File: config.mk
export PLATFORM = sky130hd
export DESIGN_NAME = mem_stage
export DESIGN_NICKNAME = d
export VERILOG_FILES = /design/src/rtl/mem_stage.sv
export SDC_FILE = /design/constraint.sdc
export NUM_CORES = 1
export LEC_CHECK = 0
export CELL_PAD_IN_SITES_DETAIL_PLACEMENT = 1
export CELL_PAD_IN_SITES_GLOBAL_PLACEMENT = 1
export CORE_ASPECT_RATIO = 1.1
export CORE_MARGIN = 4
export CORE_UTILIZATION = 35
export CTS_CLUSTER_SIZE = 12
export DETAILED_ROUTE_END_ITERATION = 8
export PLACE_DENSITY_LB_ADDON = 0.1
export SLEW_MARGIN = 20
export SYNTH_ARGS = -nofsm -noshare
export SYNTH_HDL_FRONTEND = slang
export SYNTH_SLANG_ARGS = --single-unit
File: constraint.sdc
create_clock -name clk -period 2.15 [get_ports clk]
set_input_delay 0.215 -clock clk [delete_from_list [all_inputs] [get_ports clk]]
set_output_delay 0.215 -clock clk [all_outputs]
set_load 0.02 [all_outputs]
File: src/rtl/mem_stage.sv
// rtl/mem_stage.sv - memory stage: word load/store over req/ack, registered write-back bundle (optional MEM_TIMEOUT_EN)
module mem_stage #(
  parameter int DATA_W  = 32,
  parameter int TIMEOUT = 15
) (
  input  logic              clk,
  input  logic              reset,
  input  logic              in_valid,
  input  logic              mem_read,
  input  logic              mem_write,
  input  logic              regw_in,
  input  logic              memtoreg,
  input  logic [3:0]        rd_in,
  input  logic [DATA_W-1:0] alu_result,
  input  logic [DATA_W-1:0] store_data,
  output logic              stall,
  output logic              dmem_req,
  output logic              dmem_we,
  output logic [DATA_W-1:0] dmem_addr,
  output logic [DATA_W-1:0] dmem_wdata,
  input  logic [DATA_W-1:0] dmem_rdata,
  input  logic              dmem_ack,
  output logic              wb_valid,
  output logic              wb_regw,
  output logic [3:0]        wb_rd,
  output logic [DATA_W-1:0] wb_result,
  output logic              mem_err
);

  typedef enum logic {IDLE, ACCESS} state_t;

  state_t            state;
  logic              lat_regw;
  logic              lat_use_mem;  // load with memtoreg: result comes from dmem_rdata
  logic [3:0]        lat_rd;
  logic [DATA_W-1:0] lat_alu;

`ifdef MEM_TIMEOUT_EN
  localparam int CNT_W = $clog2(TIMEOUT + 1);
  logic [CNT_W-1:0] cnt;
`endif

  // Upstream is held for every cycle an access is outstanding, including the ack cycle.
  assign stall = (state == ACCESS);

  // Stage FSM: accepts instructions in IDLE, holds the memory request in ACCESS.
  always_ff @(posedge clk or negedge reset) begin
    if (!reset) begin
      state       <= IDLE;
      dmem_req    <= 1'b0;
      dmem_we     <= 1'b0;
      dmem_addr   <= '0;
      dmem_wdata  <= '0;
      wb_valid    <= 1'b0;
      wb_regw     <= 1'b0;
      wb_rd       <= '0;
      wb_result   <= '0;
      lat_regw    <= 1'b0;
      lat_use_mem <= 1'b0;
      lat_rd      <= '0;
      lat_alu     <= '0;
`ifdef MEM_TIMEOUT_EN
      cnt         <= '0;
      mem_err     <= 1'b0;
`endif
    end else begin
      wb_valid <= 1'b0;
`ifdef MEM_TIMEOUT_EN
      mem_err  <= 1'b0;
`endif
      case (state)
        IDLE: begin
          if (in_valid) begin
            if (mem_read || mem_write) begin
              // Read+write together is a store, so the read path is only used for pure loads.
              state       <= ACCESS;
              dmem_req    <= 1'b1;
              dmem_we     <= mem_write;
              dmem_addr   <= alu_result;
              dmem_wdata  <= store_data;
              lat_regw    <= regw_in;
              lat_rd      <= rd_in;
              lat_alu     <= alu_result;
              lat_use_mem <= mem_read && !mem_write && memtoreg;
`ifdef MEM_TIMEOUT_EN
              cnt         <= '0;
`endif
            end else begin
              wb_valid  <= 1'b1;
              wb_regw   <= regw_in;
              wb_rd     <= rd_in;
              wb_result <= alu_result;
            end
          end
        end
        ACCESS: begin
          if (dmem_ack) begin
            state     <= IDLE;
            dmem_req  <= 1'b0;
            wb_valid  <= 1'b1;
            wb_regw   <= lat_regw;
            wb_rd     <= lat_rd;
            wb_result <= lat_use_mem ? dmem_rdata : lat_alu;
          end
`ifdef MEM_TIMEOUT_EN
          else begin
            cnt <= cnt + 1'b1;
            // This is the TIMEOUT-th cycle without ack: abort with a no-write write-back.
            if (cnt == CNT_W'(TIMEOUT - 1)) begin
              state    <= IDLE;
              dmem_req <= 1'b0;
              wb_valid <= 1'b1;
              wb_regw  <= 1'b0;
              wb_rd    <= lat_rd;
              mem_err  <= 1'b1;
            end
          end
`endif
        end
        default: state <= IDLE;
      endcase
    end
  end

`ifndef MEM_TIMEOUT_EN
  assign mem_err = 1'b0;
`endif

endmodule

==> flow_metrics.tcl, run 1 <==
# collected from the flow reports
set metrics [dict create \
    edf_count 0 \
    cp_max_fo 33 \
    run_status "finished, final reports clean" \
    cp_num_buf_inv 1 \
    switchingPower_w 0.00262 \
    setup_viol 0 \
    power_frac_clock_pct 20.8 \
    grt_first_pass_wirelength_um 22900 \
    worst_slew_pin_slew_ps 1060 \
    dpl-instance-area_sq_um 7000 \
    seqPwrFrac_pct 39.1 \
    ys_cells 333 \
    chipWidth_um 119 \
    ios 214 \
    power.leakage_nw 2.94 \
    grt_max_degree 54 \
    core_sq_um 13200 \
    fa_ha_area_share_pct 0 \
    worstPathCellList "buf_4 > a21oi_4 > a221o_1" \
    p_int_w 0.00516 \
    viasPerCell 5.07 \
    ant_nets 0 \
    final_max_slew_viol_count 0 \
    lay_top_cells "clkdlybuf4s50_1 (211), dfrtp_1 (110), mux2_2 (69)" \
    finalWorstSetupSlack_ps 299 \
    grt-ovfl-total 0 \
    critPathTopFamily "AND-OR/OR-AND gates" \
    io_buffers 212 \
    syn-cell-area_sq_um 4740 \
    dieArea_sq_um 15500 \
    rsz0062_at_grt "no" \
    combPwrFrac_pct 40.1 \
    synth-seq-cells 111 \
    worstSetupEndpoint "wb_result[29]" \
    cts_tree "done" \
    lay_top_count "clkdlybuf4s50_1" \
    skew_ps 6.16 \
    ys_types 23 \
    crit_required_ps 2440 \
    first_pass_iters 4 \
    pg_comb_w 0.00312 \
    crit_cells 3 \
    synth-xor-area-share_pct 0 \
    endpoint_kind "flip-flop" \
    powerClk_w 0.00162 \
    yosys_most_used_dff "dfrtp_1" \
    hold-worst-slack_ps 365 \
    dp_hpwl_um 10500 \
]
==> run 1: cell type report <==
type                       instances  area [sq um]
inverter                           3          11.3
clock buffer                      10           239
clock inverter                     6          43.8
multi-input combinational        193          1750
tap                              161           201
fill                            1328          5920
timing repair buffer             225          2270
sequential                       111          2780
==> run 1: cell families (layout without fill, tap and decap cells) <==
| logic type | Yosys count | in the layout |
|---|---|---|
| buffers and inverters | 29 | 244 |
| AND-OR/OR-AND | 48 | 48 |
| flip-flops | 111 | 111 |
| multiplexers | 101 | 101 |
| other | 1 | 1 |
| AND/OR/NAND/NOR | 43 | 43 |
==> run 1: metal layers <==
layer	vias up	GRT usage, %	share of wire, %
li1	1638	-	-
met1	1816	23.0	41
met2	124	31.9	50
met3	16	5.72	7.0
met4	0	7.50	1.8
met5	-	0	0
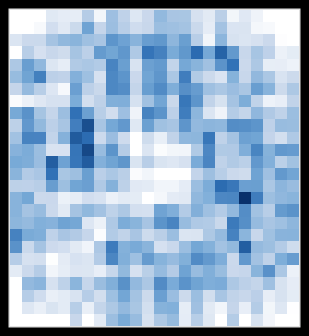
Run 1: wire density map
24 x 26 tiles, from white (low) to dark blue (high), scaled to the fullest tile. Values are wire area over tile area, all layers added.
emptiest ninth of the die: south-west
nearly empty tiles: 5.6%
tiles over half the peak: 21%
mean over tiles: 0.15
fullest tile: 0.44
DR vias: 3594
Tot GR Track Use: 18.9%
Routed WL per cell: 20.5 um
drt total wl: 14500 um

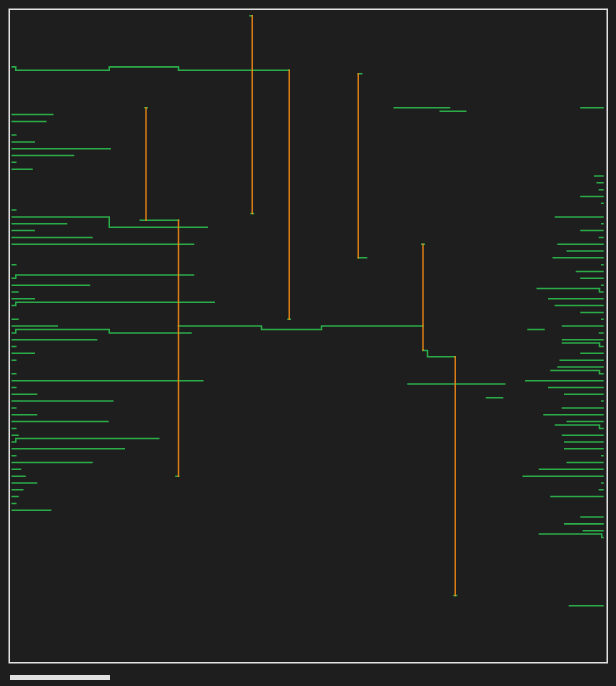
Run 1: wiring by layer
The bar under the picture is 20 um long. Only two layers are drawn.
| color | layer | wire length |
|---|---|---|
| orange | M4 | 268 um |
| green | M3 | 1020 um |

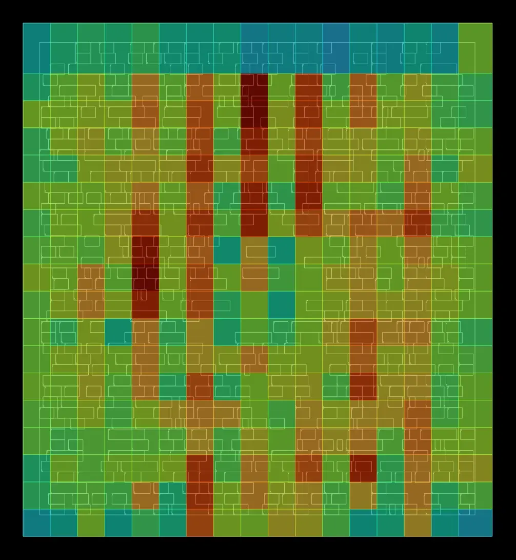
Run 1: routing congestion map
met1 Track Usage GR: 23.0%
GRT met3 Usage: 5.72%
gr busiest metal: met2
final core utilization: 55.2%
global-route met2 utilization: 31.9%

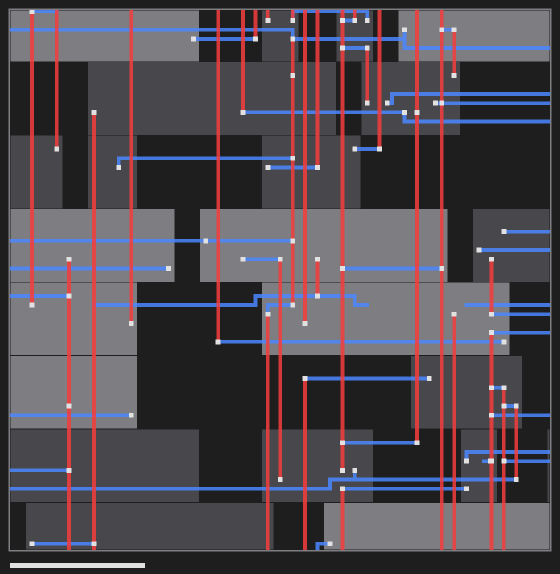
Run 1: close-up of the layout
The bar under the picture is 5 um long. Region (79, 88) to (99, 108) um. Cells in gray, sequential cells in the stronger gray; small squares are vias.
| color | layer |
|---|---|
| blue | M1 |
| red | M2 |
netlist names of flops here include: wb_result (6), lat_alu (2)
most frequent: dfrtp_1 (8), nor2_1 (3)
sequential cells in the window: 8
cells with their middle in the window: 21

Run 1, the metal 1 layer:
The bar under the picture is 20 um long.
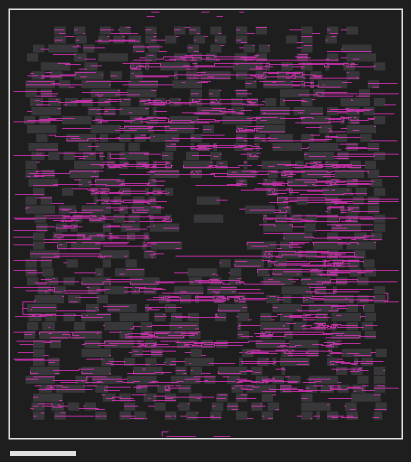

==> run 1 -> run 2 <==
--- a/config.mk
+++ b/config.mk
@@ -5,6 +5,7 @@
 export SDC_FILE = /design/constraint.sdc
 export NUM_CORES = 1
 export LEC_CHECK = 0
+export CAP_MARGIN = 20
 export CELL_PAD_IN_SITES_DETAIL_PLACEMENT = 1
 export CELL_PAD_IN_SITES_GLOBAL_PLACEMENT = 1
 export CORE_ASPECT_RATIO = 1.1
@@ -12,6 +13,7 @@
 export CORE_UTILIZATION = 35
 export CTS_CLUSTER_SIZE = 12
 export DETAILED_ROUTE_END_ITERATION = 8
+export GPL_TIMING_DRIVEN = 0
 export PLACE_DENSITY_LB_ADDON = 0.1
 export SLEW_MARGIN = 20
 export SYNTH_ARGS = -nofsm -noshare
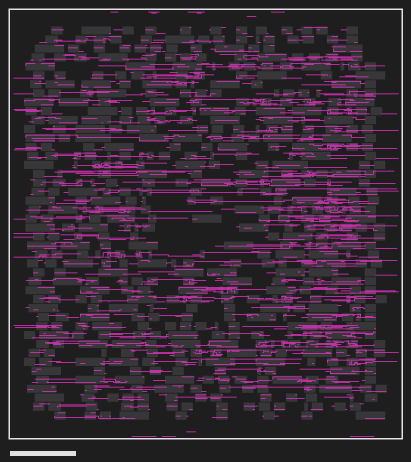
Run 2: the metal 1 layer
The bar under the picture is 20 um long.
main direction: horizontal
nets with wire on the layer: 583
share of all routed wire: 40%
longest straight run: 43.2 um
wire length on this layer: 5820 um
drt total wl: 14700 um
met1 Track Usage GR: 22.7%
DR vias: 3689

==> flow_metrics.tcl, run 2 <==
# collected from the flow reports
set metrics [dict create \
    edf_count 0 \
    viasPerCell 5.10 \
    chipWidth_um 119 \
    endpoint_kind "flip-flop" \
    hold-worst-slack_ps 221 \
    critPathKind "reg -> reg" \
    reg_top3 "dmem_wdata x32, lat_alu x32, wb_result x32" \
    ys_cells 333 \
    seqPwrFrac_pct 37.8 \
    fin_cells 723 \
    lay_top_cells "clkdlybuf4s50_1 (210), dfrtp_1 (111), mux2_2 (69)" \
    grt_first_pass_wirelength_um 23200 \
    critPathTopFamily "flip-flops" \
    rsz0062_at_grt "no" \
    yosysTopAreaCell "dfrtp_1" \
    worstSetupEndpoint "lat_alu[14]" \
    io_buffers 211 \
    grt_use_met2_pct 33.2 \
    skew_ps 5.64 \
    run_status "finished, final reports clean" \
    crit_required_ps 2380 \
    crit_cells 5 \
    final_area_sq_um 7400 \
    avgRoutedWirePerCell_um 20.4 \
    switchingPower_w 0.00260 \
    ant_nets 0 \
    crit_start "stall" \
    total_power_w 0.00797 \
    drt_iter0_drc 170 \
    top_cell_area_share_pct 58.7 \
    wl_met1_um 5820 \
    grt-ovfl-total 0 \
    ios 214 \
    vdd_drop_max_mv 0.567 \
    final_util_pct 56.0 \
    grt_usage_pct 19.3 \
    ys_area_sq_um 4740 \
    most_common_cell "dfrtp_1" \
    highest_layer "met4" \
    lay_top_count "clkdlybuf4s50_1" \
    setup_viol 0 \
    synthAoiAreaFrac_pct 9.17 \
    power.leakage_nw 3.04 \
    syn-cell-area_sq_um 4740 \
    dr_wl_met3_um 1120 \
    final_max_slew_viol_count 0 \
    synth_area_per_cell_sq_um 14.2 \
    fin_setup_tns_ps 0 \
    combPwrFrac_pct 39.7 \
    max_freq_ghz 0.588 \
    power_frac_clock_pct 22.5 \
    core_sq_um 13200 \
    cp_num_buf_inv 2 \
    grtUsageMet3_pct 7.11 \
    yosys_most_used_dff "dfrtp_1" \
    synth-xor-area-share_pct 0 \
    p_int_w 0.00537 \
    cp_max_fo 10 \
    numCtsBuffers 9 \
    min_path_type "in -> reg" \
    dieArea_sq_um 15500 \
    cap_violations 0 \
    dpl-instance-area_sq_um 7080 \
    dr_wl_met2_um 7530 \
    hold_start "dmem_ack" \
    cts_tree "done" \
    dp_hpwl_um 11000 \
    worstPathCellList "nor2b_1 > o21a_1 > buf_4 > buf_6 > mux2_2" \
    finalWorstSetupSlack_ps 450 \
    global_route.peak_usage_layer "met2" \
    ys_types 23 \
    first_pass_iters 5 \
    fa_ha_area_share_pct 0 \
    grt_max_degree 63 \
    synth-seq-cells 111 \
    cts-htree-levels 3 \
]
-- run 2: cell counts after synthesis --
Identical to the previous run, type by type.
-- run 2: power by group through the flow --
stage	Combinational, W	Sequential [W]	Clock [W]
floorplan	0.000874	0.00368	0
global placement	0.00314	0.00302	0
detailed placement	0.00320	0.00306	0
CTS	0.00322	0.00302	0.00184
global route	0.00335	0.00310	0.00193
finish	0.00316	0.00301	0.00179
-- run 2: layout make-up --
type | count | area [sq um]
fillers | 1374 | 5810
flip-flops and latches | 111 | 2780
repair buffers | 213 | 2150
multi-input cells | 193 | 1730
clock buffers | 9 | 225
plain buffers | 26 | 213
well taps | 161 | 201
clock inverters | 7 | 87.6
inverters | 3 | 11.3
-- run 2: repair_timing --
item	CTS	global route
setup buffers	0	0
hold buffers	1	0
endpoints found under the setup margin	0	0
endpoints found under the hold margin	49	0
Run 2, routing congestion map:
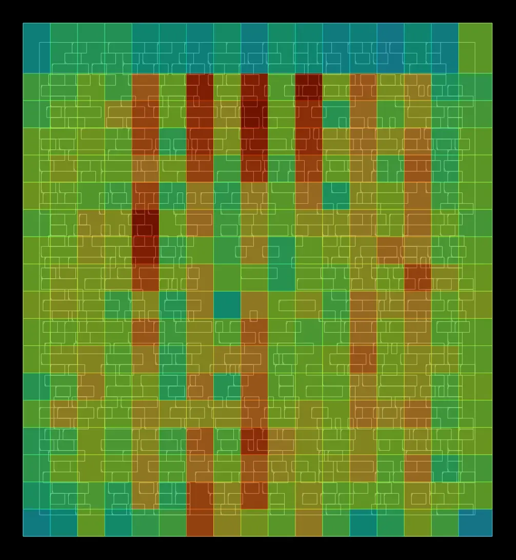

==> run 2 -> run 3 <==
--- a/config.mk
+++ b/config.mk
@@ -10,7 +10,7 @@
 export CELL_PAD_IN_SITES_GLOBAL_PLACEMENT = 1
 export CORE_ASPECT_RATIO = 1.1
 export CORE_MARGIN = 4
-export CORE_UTILIZATION = 35
+export CORE_UTILIZATION = 29
 export CTS_CLUSTER_SIZE = 12
 export DETAILED_ROUTE_END_ITERATION = 8
 export GPL_TIMING_DRIVEN = 0
==> constraint.sdc (replaced) <==
create_clock -name clk -period 1.55 [get_ports clk]
set_input_delay 0.155 -clock clk [delete_from_list [all_inputs] [get_ports clk]]
set_output_delay 0.155 -clock clk [all_outputs]
set_load 0.02 [all_outputs]
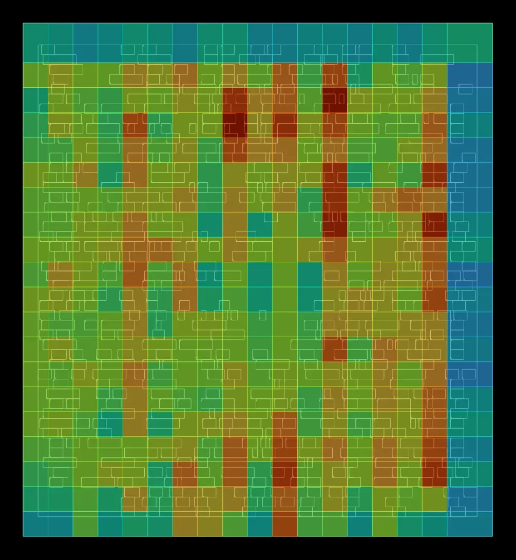
Run 3: routing congestion map
global-route met2 utilization: 27.1%
GRT met3 Usage: 4.35%
final core utilization: 48.6%
Routed WL per cell: 19.6 um
met1 Track Usage GR: 20.9%

==> flow_metrics.tcl, run 3 <==
# collected from the flow reports
set metrics [dict create \
    ys_types 23 \
    cts-htree-levels 3 \
    cts_tree "done" \
    rsz0062_at_grt "yes" \
    synth_area_per_cell_sq_um 14.2 \
    max_freq_ghz 0.627 \
    violations "setup timing" \
    comb_area_sq_um 1780 \
    critPathTopFamily "flip-flops" \
    setup_viol 94 \
    dr_wl_met2_um 7320 \
    seqAreaFraction_pct 36.1 \
    edf_count 0 \
    endpoint_kind "flip-flop" \
    dr_wl_met3_um 1100 \
    reg_top3 "dmem_wdata x32, lat_alu x32, wb_result x32" \
    min_path_type "in -> reg" \
    run_status "finished with violations" \
    ff_count 111 \
    skew_ps 8.43 \
    fillers 1680 \
    final_area_sq_um 7700 \
    highest_layer "met4" \
    crit_cells 5 \
    bufAreaShareNonClock_pct 33.4 \
    dieArea_sq_um 18400 \
    critPathKind "reg -> reg" \
    chipWidth_um 130 \
    lay_top_count "clkdlybuf4s50_1" \
    cp_num_buf_inv 2 \
    grt-ovfl-total 0 \
    cts_setup_buffers 5 \
    crit_required_ps 1780 \
    cp_max_fo 10 \
    comb_share_pct 23.0 \
    finalWorstSetupSlack_ps -45.5 \
    multiInputCombCellCount 193 \
    clkbuf_count 10 \
    worstPathCellList "nor2b_2 > o21a_1 > buf_6 > buf_6 > mux2_2" \
    numCtsBuffers 9 \
    taps 200 \
    fin_setup_tns_ps -1740 \
    buffers 250 \
    dpl-instance-area_sq_um 7130 \
    global_route.peak_usage_layer "met2" \
    hold-worst-slack_ps 210 \
    viasPerCell 4.81 \
    synth-seq-cells 111 \
    clkCellAreaFrac_pct 4.08 \
    grt_max_degree 73 \
    routed_wl_um 15100 \
    fin_cells 773 \
    most_common_cell "dfrtp_1" \
    ys_cells 333 \
    dp_hpwl_um 11000 \
    grt_first_pass_wirelength_um 23800 \
    power.leakage_nw 3.27 \
    yosysTopAreaCell "dfrtp_1" \
    first_pass_iters 4 \
    drt_iter0_drc 136 \
    lay_top_cells "clkdlybuf4s50_1 (194), dfrtp_1 (110), mux2_2 (69)" \
]
## run 3: how the worst max path moves through the flow
stage          startpoint       endpoint
2_1_floorplan       stall   wb_result[2]
3_3_place_gp        reset          stall
3_5_place_dp     in_valid    lat_alu[10]
4_1_cts             stall    lat_alu[30]
5_1_grt             stall  wb_result[12]
6_report            stall    lat_alu[30]
## run 3: power by group
part | switching (W) | internal (W) | total, W
Sequential | 0.000496 | 0.00369 | 0.00418
Clock | 0.00107 | 0.00141 | 0.00248
Combinational | 0.00206 | 0.00240 | 0.00446
Total | 0.00363 | 0.00750 | 0.0111
## run 3: cell families after synthesis
kind of cell	after synthesis	share of synthesized area [%]
buffers and inverters	29	4.73
AND-OR/OR-AND	48	9.17
other	1	0.0792
AND/OR/NAND/NOR	43	4.20
multiplexers	101	23.2
flip-flops	111	58.7
No activity file was given, so power comes from the tool's default toggle rates.
